$ cat src/rtl/reg_wb_arb.sv
// Writeback arbiter: merges the ALU pipe and a FIFO-buffered memory return path onto one register file write port.
// Latency: ALU results issue 1 cycle after valid; memory results issue at least 2 cycles after the handshake.
// Backpressure: the ALU has none; the memory path drops mem_wb_rdy when the FIFO is full (no same-cycle pop credit).

package reg_file_pkg;
   typedef struct packed {
      logic [4:0]  addr;
      logic [31:0] data;
   } reg_file_wr_req_pkt_t;
endpackage

module reg_wb_arb #(
   parameter int DEPTH      = 4,
   parameter int STARVE_LIM = 8
) (
   input  logic                               clk,
   input  logic                               resetn,
   input  logic                               alu_wb_vld,
   input  logic [4:0]                         alu_wb_addr,
   input  logic [31:0]                        alu_wb_data,
   input  logic                               mem_wb_vld,
   output logic                               mem_wb_rdy,
   input  logic [4:0]                         mem_wb_addr,
   input  logic [31:0]                        mem_wb_data,
   output logic                               reg_file_wr_req_vld,
   output reg_file_pkg::reg_file_wr_req_pkt_t reg_file_wr_req_pkt,
   output logic [31:0]                        pend_mask,
   output logic                               alu_stall_req
);

   localparam int AW = $clog2(DEPTH);
   localparam int CW = $clog2(DEPTH + 1);
   localparam int SW = $clog2(STARVE_LIM + 1);

   logic [4:0]    fifo_addr [DEPTH];
   logic [31:0]   fifo_data [DEPTH];
   logic [AW-1:0] rd_ptr;
   logic [AW-1:0] wr_ptr;
   logic [CW-1:0] count;
   logic [SW-1:0] starve_cnt;

   logic alu_req;
   logic fifo_empty;
   logic push;
   logic pop;

   // Writes to r0 are architecturally void, so they never request the port or enter the FIFO.
   assign alu_req    = alu_wb_vld && (alu_wb_addr != 5'd0);
   assign fifo_empty = (count == '0);
   assign mem_wb_rdy = (count != CW'(DEPTH));
   assign push       = mem_wb_vld && mem_wb_rdy && (mem_wb_addr != 5'd0);
   assign pop        = !alu_req && !fifo_empty;

   // FIFO storage; contents need no reset because count gates every use.
   always_ff @(posedge clk) begin
      if (push) begin
         fifo_addr[wr_ptr] <= mem_wb_addr;
         fifo_data[wr_ptr] <= mem_wb_data;
      end
   end

   // FIFO pointers and occupancy; pointers wrap naturally since DEPTH is a power of two.
   always_ff @(posedge clk or negedge resetn) begin
      if (!resetn) begin
         rd_ptr <= '0;
         wr_ptr <= '0;
         count  <= '0;
      end else begin
         if (push) wr_ptr <= wr_ptr + 1'b1;
         if (pop)  rd_ptr <= rd_ptr + 1'b1;
         if (push && !pop)      count <= count + 1'b1;
         else if (pop && !push) count <= count - 1'b1;
      end
   end

   // Pending mask covers only queued entries; the in-flight output write is bypassed by the register file.
   always_comb begin
      pend_mask = '0;
      for (int i = 0; i < DEPTH; i++) begin
         logic [AW-1:0] offs;
         offs = AW'(i) - rd_ptr;
         if (CW'(offs) < count) pend_mask[fifo_addr[i]] = 1'b1;
      end
   end

   // Output register: ALU has priority, otherwise the FIFO head; packet holds when nothing is selected.
   always_ff @(posedge clk or negedge resetn) begin
      if (!resetn) begin
         reg_file_wr_req_vld <= 1'b0;
         reg_file_wr_req_pkt <= '0;
      end else if (alu_req) begin
         reg_file_wr_req_vld      <= 1'b1;
         reg_file_wr_req_pkt.addr <= alu_wb_addr;
         reg_file_wr_req_pkt.data <= alu_wb_data;
      end else if (pop) begin
         reg_file_wr_req_vld      <= 1'b1;
         reg_file_wr_req_pkt.addr <= fifo_addr[rd_ptr];
         reg_file_wr_req_pkt.data <= fifo_data[rd_ptr];
      end else begin
         reg_file_wr_req_vld <= 1'b0;
      end
   end

   // Starvation tracking: count lost arbitrations of a waiting head and request a one-cycle ALU bubble at the limit.
   always_ff @(posedge clk or negedge resetn) begin
      if (!resetn) begin
         starve_cnt    <= '0;
         alu_stall_req <= 1'b0;
      end else begin
         alu_stall_req <= 1'b0;
         if (fifo_empty || pop) begin
            starve_cnt <= '0;
         end else if (starve_cnt == SW'(STARVE_LIM - 1)) begin
            starve_cnt    <= '0;
            alu_stall_req <= 1'b1;
         end else begin
            starve_cnt <= starve_cnt + 1'b1;
         end
      end
   end

endmodule

$ cat config.mk
export PLATFORM = sky130hd
export DESIGN_NAME = reg_wb_arb
export DESIGN_NICKNAME = d
export VERILOG_FILES = /design/src/rtl/reg_wb_arb.sv
export SDC_FILE = /design/constraint.sdc
export NUM_CORES = 1
export LEC_CHECK = 0
export CORE_UTILIZATION = 30
export CTS_BUF_LIST = sky130_fd_sc_hd__clkbuf_8
export CTS_CLUSTER_SIZE = 20
export DETAILED_ROUTE_END_ITERATION = 12
export DONT_BUFFER_PORTS = 1
export SYNTH_ARGS = -nofsm -noshare
export SYNTH_HDL_FRONTEND = slang
export SYNTH_SLANG_ARGS = --single-unit
$ cat constraint.sdc
create_clock -name clk -period 5.3 [get_ports clk]
set_input_delay 0.53 -clock clk [delete_from_list [all_inputs] [get_ports clk]]
set_output_delay 0.53 -clock clk [all_outputs]
set_load 0.02 [all_outputs]
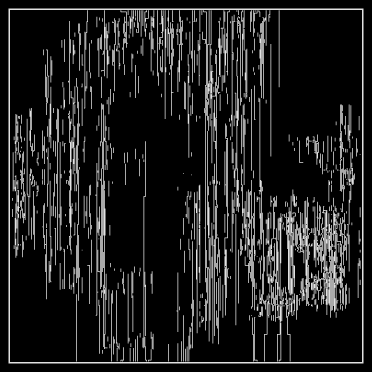
layer_met2.png
(2 px per um)
nets with wire on the layer	621
wire length on this layer	11,000 um
longest straight run	86.4 um
met2 Usage GRT: 24.7%
total wire length: 23.2 mm
via count: 5,802

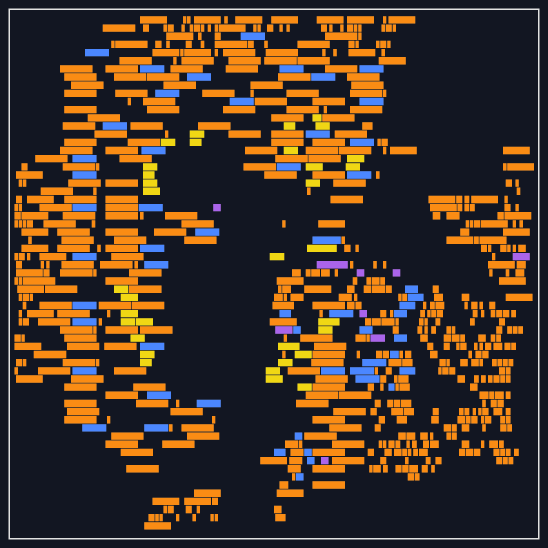
sizes.png
(3 px per um)
color	size	cells
yellow	_6 and larger	33
orange	_0 and _1 cells	582
purple	_3 and _4 cells	9
blue	_2 cells	54

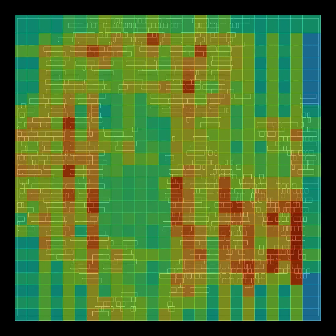
congestion.png
WL/cell: 21.7 um
busiest layer in global routing: met2
met3 usage: 3.51%

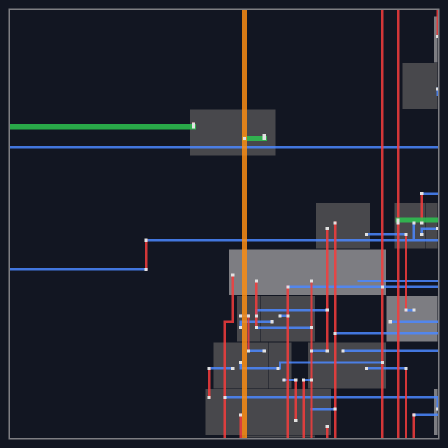
detail.png
Window x 76 to 101, y 76 to 101 um. Cells in gray, sequential cells in the stronger gray; small squares are vias.
color	layer
green	metal 3
blue	metal 1
orange	metal 4
red	metal 2
sequential cells in the window	1
most frequent	xor2_1 (2)
cells with their middle in the window	10
netlist names of flops here include	`count` (1)

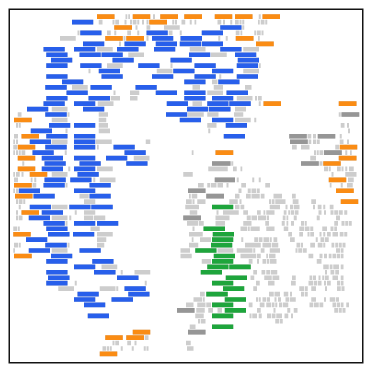
flops_by_reg.png
(2 px per um) Other sequential cells in the stronger gray, the rest of the logic in the fainter gray.
color	name in the netlist	placed flops
green	`fifo_addr`	20
orange	`reg_file_wr_req_pkt`	37
blue	`fifo_data`	128

-- cells by family (layout without fill, tap and decap cells) --
group | after synthesis | after routing | synth area share [%]
fa+ha+maj | 11 | 11 | 1.60
flops | 198 | 198 | 62.7
simple gates | 293 | 293 | 15.8
buf+inv | 60 | 47 | 2.91
mux | 39 | 39 | 9.42
xor+xnor | 8 | 8 | 0.771
compound gates | 82 | 82 | 6.83
-- registers in the layout, summed over array words and instances, names as in the netlist --
signal,cells
fifo_addr,20
starve_cnt,4
rd_ptr,2
alu_stall_req,1
fifo_data,128
count,3
wr_ptr,2
reg_file_wr_req_vld,1
reg_file_wr_req_pkt,37
-- how the worst min path moves through the flow --
stage                                from                                  to  slack (ns)  depth (start not counted)
after floorplan                    resetn             alu_stall_req$_DFF_PN0_        0.23                          0
after global placement             resetn  reg_file_wr_req_pkt[4]$_DFFE_PN0P_        0.24                          0
after detailed placement           resetn  reg_file_wr_req_pkt[4]$_DFFE_PN0P_        0.24                          0
after CTS                 mem_wb_data[14]          fifo_data[1][14]$_DFFE_PP_        0.10                          0
after global routing      mem_wb_data[28]          fifo_data[1][28]$_DFFE_PP_         0.1                          0
final                     mem_wb_data[14]          fifo_data[1][14]$_DFFE_PP_        0.14                          0
-- worst max-delay path: cells and delay by family, from the launching register on --
family / cells / cell delay [ns]
AOI/OAI and AO/OA: 2 / 1.33
xor gates and xnor gates: 1 / 0.22
adders and majority gates: 1 / 0.26
buffers and inverters: 1 / 0.08
DFF: 1 / 1.03
and+or+nand+nor: 2 / 0.50
-- routing by layer --
metal / up-vias / wire (um) / share of wire (%) / GRT usage (%)
li1: 2588 / - / - / -
met1: 2923 / 10200 / 44 / 20.5
met2: 267 / 11000 / 48 / 24.7
met3: 24 / 1710 / 7.4 / 3.51
met4: 0 / 240 / 1.0 / 3.41
met5: - / 0 / 0 / 0
-- cell type report --
cell class / count / area (um^2)
fill: 2907 / 19800
sequential: 198 / 5700
multi-input combinational: 433 / 3150
tap: 390 / 488
clock buffer: 17 / 234
clock inverter: 15 / 224
timing repair buffer: 7 / 75.1
inverter: 8 / 30.0
-- power by group through the flow --
stage / clock network (uW) / logic (uW) / registers, uW
finish: 1070 / 1730 / 2550
global route: 1150 / 1890 / 2610
detailed placement: 0 / 1750 / 2590
CTS: 1120 / 1760 / 2560
global placement: 0 / 1730 / 2580
floorplan: 0 / 1450 / 2360
-- per-stage QoR --
stage                     hold WS (ns)  worst slack, ns  power (uW)
after floorplan                  0.234             2.35        3810
after global placement           0.236             1.43        4320
after detailed placement         0.235             1.46        4340
after CTS                        0.102            0.905        5440
after global routing            0.0965            0.678        5660
final                            0.143            0.862        5350
==> impl_metrics.toml <==
# physical design summary
[setup_path]
cp.required_ns = 4.77
worstSetupStartpoint = "rd_ptr[0]$_DFFE_PN0P_"
r2r_slack_ns = 2.37
ff2ff_path_depth = 8
crit_path_max_fanout = 45

[clock_network]
post_cts_buffers = 0
clock_latency_ns = 0.47
ctsResizeCount = 0

[final_layout]
drive_gt1_share_pct = 14.2
nets = 754
final_cells = 1068
design_area_um2 = 9900
diodes = 0
lay_top_cells = "edfxtp_1, nand2_1, nand3_1, dfrtp_1, nor2_1"

[timing]
max_slew.worst_pin.slew_ns = 1.25
post-route-period-util_pct = 83.7
finalSetupTns_ns = 0
rsz0062_at_grt = "no"

[yosys]
ys.flop_type = "edfxtp_1"
top_cells_by_area = "edfxtp_1, dfrtp_1, mux4_2, nand2_1, nand3_1"
ys_cells = 691
ys_seq_share_pct = 62.7
yosys.area.top_type = "edfxtp_1"

[die]
boundaryPins = 150
die_w_um = 176

[detailed_routing]
ant_nets = 0
firstDrtPassIters = 5

[placed_design]
place_area_um2 = 9410
hpwl_mm = 14.7

[grt]
grt_usage_pct = 15.2
grt_pass1_vias = 5677
overflow = 0

[pwr]
p_sw_share_pct = 41.8
power.share.sequential_pct = 47.6
p_int_uw = 3120
powerDensity_nw_per_um2 = 540
vdd_drop_max_mv = 0.194

[outcome]
outcome = "finished clean"

[run]
drv_cap = 0
No activity file was given, so power comes from the tool's default toggle rates.
